## src/rtl/fullxor_pkg.sv

```systemverilog
// Shared types and sizing helpers for the FullXOR scheduler and its randomness buffer.
package fullxor_pkg;

    typedef enum logic [1:0] {
        IDLE  = 2'd0,
        ISSUE = 2'd1,
        STALL = 2'd2
    } state_e;

    // Fresh random words one 3-share FullXOR operation consumes.
    function automatic int randnum_f(input int n_shares);
        return n_shares - 1;
    endfunction

    function automatic int id_width_f(input int nreq);
        return (nreq > 1) ? $clog2(nreq) : 1;
    endfunction

endpackage

```

## src/rtl/fullxor_rnd_fifo.sv

```systemverilog
// Assembles RNG words into RANDNUM-word sets and queues up to RSETS complete sets.
// Word accepted 1/cycle while a set slot is free; a set committed in cycle t is poppable from t+1.
module fullxor_rnd_fifo #(
    parameter int K_WIDTH = 32,
    parameter int RANDNUM = 2,
    parameter int RSETS   = 2
) (
    input  logic                       clk,
    input  logic                       rst,
    input  logic                       word_vld_i,
    input  logic [K_WIDTH-1:0]         word_dat_i,
    output logic                       word_rdy_o,
    input  logic                       pop_i,
    output logic [K_WIDTH*RANDNUM-1:0] set_dat_o,
    output logic                       empty_o
);

    localparam int PW = (RSETS > 1) ? $clog2(RSETS) : 1;
    localparam int CW = $clog2(RSETS + 1);
    localparam int WW = (RANDNUM > 1) ? $clog2(RANDNUM) : 1;

    logic [K_WIDTH*RANDNUM-1:0] mem_q [RSETS];
    logic [K_WIDTH*RANDNUM-1:0] asm_q, asm_d;
    logic [WW-1:0]              word_cnt_q, word_cnt_d;
    logic [PW-1:0]              wr_ptr_q, wr_ptr_d;
    logic [PW-1:0]              rd_ptr_q, rd_ptr_d;
    logic [CW-1:0]              count_q, count_d;
    logic                       full;
    logic                       word_acc;
    logic                       commit;
    logic                       pop_ok;

    function automatic logic [PW-1:0] ptr_inc(input logic [PW-1:0] p);
        return (p == PW'(RSETS - 1)) ? '0 : p + 1'b1;
    endfunction

    assign full       = (count_q == CW'(RSETS));
    assign empty_o    = (count_q == '0);
    assign word_rdy_o = ~rst & ~full;
    assign word_acc   = word_vld_i & word_rdy_o;
    assign pop_ok     = pop_i & ~empty_o;
    assign set_dat_o  = mem_q[rd_ptr_q];

    // Word i of a set lands at bits [i*K_WIDTH +: K_WIDTH].
    always_comb begin
        asm_d      = asm_q;
        word_cnt_d = word_cnt_q;
        commit     = 1'b0;
        if (word_acc) begin
            asm_d[int'(word_cnt_q)*K_WIDTH +: K_WIDTH] = word_dat_i;
            if (word_cnt_q == WW'(RANDNUM - 1)) begin
                commit     = 1'b1;
                word_cnt_d = '0;
            end else begin
                word_cnt_d = word_cnt_q + 1'b1;
            end
        end
    end

    always_comb begin
        wr_ptr_d = commit ? ptr_inc(wr_ptr_q) : wr_ptr_q;
        rd_ptr_d = pop_ok ? ptr_inc(rd_ptr_q) : rd_ptr_q;
        count_d  = count_q;
        case ({commit, pop_ok})
            2'b10:   count_d = count_q + 1'b1;
            2'b01:   count_d = count_q - 1'b1;
            default: count_d = count_q;
        endcase
    end

    always_ff @(posedge clk) begin
        if (rst) begin
            asm_q      <= '0;
            word_cnt_q <= '0;
            wr_ptr_q   <= '0;
            rd_ptr_q   <= '0;
            count_q    <= '0;
        end else begin
            asm_q      <= asm_d;
            word_cnt_q <= word_cnt_d;
            wr_ptr_q   <= wr_ptr_d;
            rd_ptr_q   <= rd_ptr_d;
            count_q    <= count_d;
        end
    end

    // Storage needs no reset: occupancy is tracked by count_q.
    always_ff @(posedge clk) begin
        if (commit) begin
            mem_q[wr_ptr_q] <= asm_d;
        end
    end

endmodule

```

## src/rtl/fullxor_sched.sv

```systemverilog
// Round-robin scheduler feeding one external FullXOR unit; one op/cycle, result 1 cycle after issue.
// A stalled response (rsp_vld & ~rsp_rdy) drops fx_ena, withholds grants and pops no randomness.
module fullxor_sched
    import fullxor_pkg::*;
#(
    parameter int K_WIDTH  = 32,
    parameter int N_SHARES = 3,
    parameter int RANDNUM  = randnum_f(N_SHARES),
    parameter int NREQ     = 4,
    parameter int RSETS    = 2,
    localparam int IDW     = id_width_f(NREQ)
) (
    input  logic                          clk,
    input  logic                          rst,
    input  logic [NREQ-1:0]               req_vld,
    input  logic [NREQ*K_WIDTH*N_SHARES-1:0] req_x,
    output logic [NREQ-1:0]               req_rdy,
    input  logic                          rng_vld,
    input  logic [K_WIDTH-1:0]            rng_data,
    output logic                          rng_rdy,
    output logic                          rsp_vld,
    output logic [K_WIDTH-1:0]            rsp_z,
    output logic [IDW-1:0]                rsp_id,
    input  logic                          rsp_rdy,
    output logic                          fx_rst_n,
    output logic                          fx_dvld,
    output logic                          fx_ena,
    output logic [K_WIDTH*RANDNUM-1:0]    fx_rnd,
    output logic [K_WIDTH*N_SHARES-1:0]   fx_x,
    input  logic [K_WIDTH-1:0]            fx_z,
    input  logic                          fx_ovld,
    output logic                          busy,
    output logic [15:0]                   op_cnt
);

    state_e         state_q, state_d;
    logic [IDW-1:0] rr_q, rr_d;
    logic [IDW-1:0] rsp_id_q, rsp_id_d;
    logic [15:0]    op_cnt_q, op_cnt_d;
    logic [IDW-1:0] grant_idx;
    logic           grant_found;
    int             arb_idx;
    logic           stall;
    logic           can_issue;
    logic           issue;
    logic           rnd_empty;

    fullxor_rnd_fifo #(
        .K_WIDTH (K_WIDTH),
        .RANDNUM (RANDNUM),
        .RSETS   (RSETS)
    ) u_rnd_fifo (
        .clk        (clk),
        .rst        (rst),
        .word_vld_i (rng_vld),
        .word_dat_i (rng_data),
        .word_rdy_o (rng_rdy),
        .pop_i      (issue),
        .set_dat_o  (fx_rnd),
        .empty_o    (rnd_empty)
    );

    assign stall     = fx_ovld & ~rsp_rdy;
    // FullXOR must clock through its own reset even if a stale result is pending.
    assign fx_ena    = rst | ~stall;
    assign can_issue = ~rnd_empty & (|req_vld) & ~stall;

    // First requester strictly after the last grant, wrapping.
    always_comb begin
        grant_idx   = rr_q;
        grant_found = 1'b0;
        arb_idx     = 0;
        for (int i = 1; i <= NREQ; i++) begin
            arb_idx = int'(rr_q) + i;
            if (arb_idx >= NREQ) begin
                arb_idx = arb_idx - NREQ;
            end
            if (!grant_found && req_vld[arb_idx]) begin
                grant_found = 1'b1;
                grant_idx   = IDW'(arb_idx);
            end
        end
    end

    always_ff @(posedge clk) begin
        if (rst) begin
            state_q <= IDLE;
        end else begin
            state_q <= state_d;
        end
    end

    always_comb begin
        state_d = state_q;
        unique case (state_q)
            IDLE: begin
                if (can_issue) state_d = ISSUE;
            end
            ISSUE, STALL: begin
                if (stall)          state_d = STALL;
                else if (can_issue) state_d = ISSUE;
                else                state_d = IDLE;
            end
            default: state_d = IDLE;
        endcase
    end

    // Conditions are re-qualified in ISSUE since requesters or the set supply may have changed.
    always_comb begin
        issue   = (state_q == ISSUE) & can_issue & grant_found & ~rst;
        req_rdy = issue ? (NREQ'(1) << grant_idx) : '0;
        fx_dvld = issue;
    end

    assign fx_x = req_x[int'(grant_idx)*K_WIDTH*N_SHARES +: K_WIDTH*N_SHARES];

    always_comb begin
        rr_d     = issue ? grant_idx : rr_q;
        op_cnt_d = issue ? op_cnt_q + 16'd1 : op_cnt_q;
        rsp_id_d = (fx_dvld & fx_ena) ? grant_idx : rsp_id_q;
    end

    always_ff @(posedge clk) begin
        if (rst) begin
            rr_q     <= IDW'(NREQ - 1);
            op_cnt_q <= '0;
            rsp_id_q <= '0;
        end else begin
            rr_q     <= rr_d;
            op_cnt_q <= op_cnt_d;
            rsp_id_q <= rsp_id_d;
        end
    end

    assign fx_rst_n = ~rst;
    assign rsp_vld  = fx_ovld;
    assign rsp_z    = fx_z;
    assign rsp_id   = rsp_id_q;
    assign op_cnt   = op_cnt_q;
    assign busy     = fx_ovld | (|req_vld);

endmodule

```

## config.mk

```make
export PLATFORM = sky130hd
export DESIGN_NAME = fullxor_sched
export DESIGN_NICKNAME = d
export VERILOG_FILES = /design/src/rtl/fullxor_pkg.sv /design/src/rtl/fullxor_rnd_fifo.sv /design/src/rtl/fullxor_sched.sv
export SDC_FILE = /design/constraint.sdc
export NUM_CORES = 1
export LEC_CHECK = 0
export CAP_MARGIN = 10
export CORE_AREA = 2 2 265 267
export CTS_CLUSTER_SIZE = 24
export DETAILED_ROUTE_END_ITERATION = 8
export DIE_AREA = 0 0 267 269
export PLACE_DENSITY_LB_ADDON = 0.3
export SYNTH_ARGS = -nofsm -noshare
export SYNTH_HDL_FRONTEND = slang
export SYNTH_SLANG_ARGS = --single-unit
```

## constraint.sdc

```tcl
create_clock -name clk -period 7.5 [get_ports clk]
set_input_delay 0.75 -clock clk [delete_from_list [all_inputs] [get_ports clk]]
set_output_delay 0.75 -clock clk [all_outputs]
set_load 0.02 [all_outputs]
```

==> Slide: Implementation Results <==
Run Summary

Yosys
  – Seq/Total Area, Yosys: 0.481
  – Yosys cell count: 938
  – Number of synthesized flops with an enable pin: 128
  – Largest area contributor in the netlist: edfxtp_1
  – Yosys top cell by instances: mux2i_1
  – Synth logic family: multiplexers
  – #FFs+latches synth: 220
  – Yosys simple share: 0.0734
  – Asr flop ratio synth: 0
  – Mapped Cells: 938

Global route
  – Initial antenna violation count: 68
  – Largest net degree at the start of global routing: 96
  – Vias in the first global route: 10200

Placed design
  – Dpl cells: 2406
  – Pre-CTS setup slack: around 2400 ps
  – Area after DPL: ~0.019 mm^2
  – Port Buf Inserts: 612

Route
  – DRC: 0
  – Met2 WL: 33500 um

Flow run
  – OpenROAD warning count: 29

Critical path
  – Worst r2r path cells: 4
  – RR Startpoint: u_rnd_fifo.count_q[0]
  – CP endpoint kind: output port
  – WP data arrival: 4500 ps

Hold path
  – Hold Path Depth: 2

Layout
  – Registers: 220
  – Max reg flops: 128
  – Share of post-route cells with drive strength above 1: 0.122
  – Largest cell class: non-clock buffers
  – ANT cells: 10
  – Register Area: approximately 0.0057 mm^2
  – Fin cells: ~2500

Power
  – Logic pwr share: 0.243
  – Cell Int Power: around 2.3 mW
  – Final Total Pwr: about 3.1 mW
  – Pwr per Cell Area: 161 mW/mm^2

CTS
  – Clk sink count: 220
  – Post_cts resized: 0
  – Clk buf depth: 3
  – CTS H-Tree Depth: 1

Final timing
  – Post-route setup TNS: 0 ps
  – Max frequency: between 150 and 200 MHz

Outcome
  – Status: finished, final reports clean
### Routed metal, one color a layer

Two of the layers only.
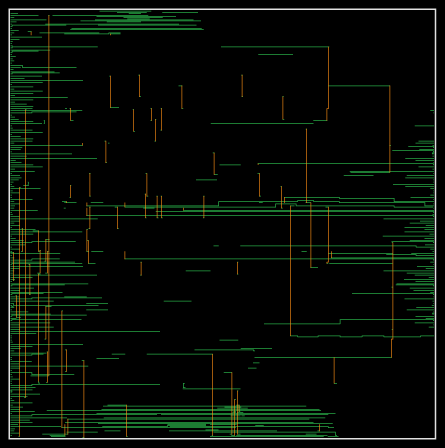
green -> met3  # wire length 9090 um
orange -> met4  # wire length 1880 um
Routed Wire Length: 70600 um
global-route usage over all layers: 0.189
WL/cell: 28.7 um
via count: 10100

### Cell classes on the final placement

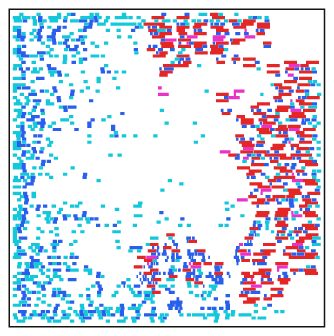
magenta -> clock drivers and dummy loads  # cells 40
red -> flops  # cells 220
cyan -> other buffers and delay cells  # cells 624
blue -> all other logic  # cells 622
Seq/total area: 0.292
Row Count: 97

Power figures rest on the tool's default switching activity, not on a simulated workload.
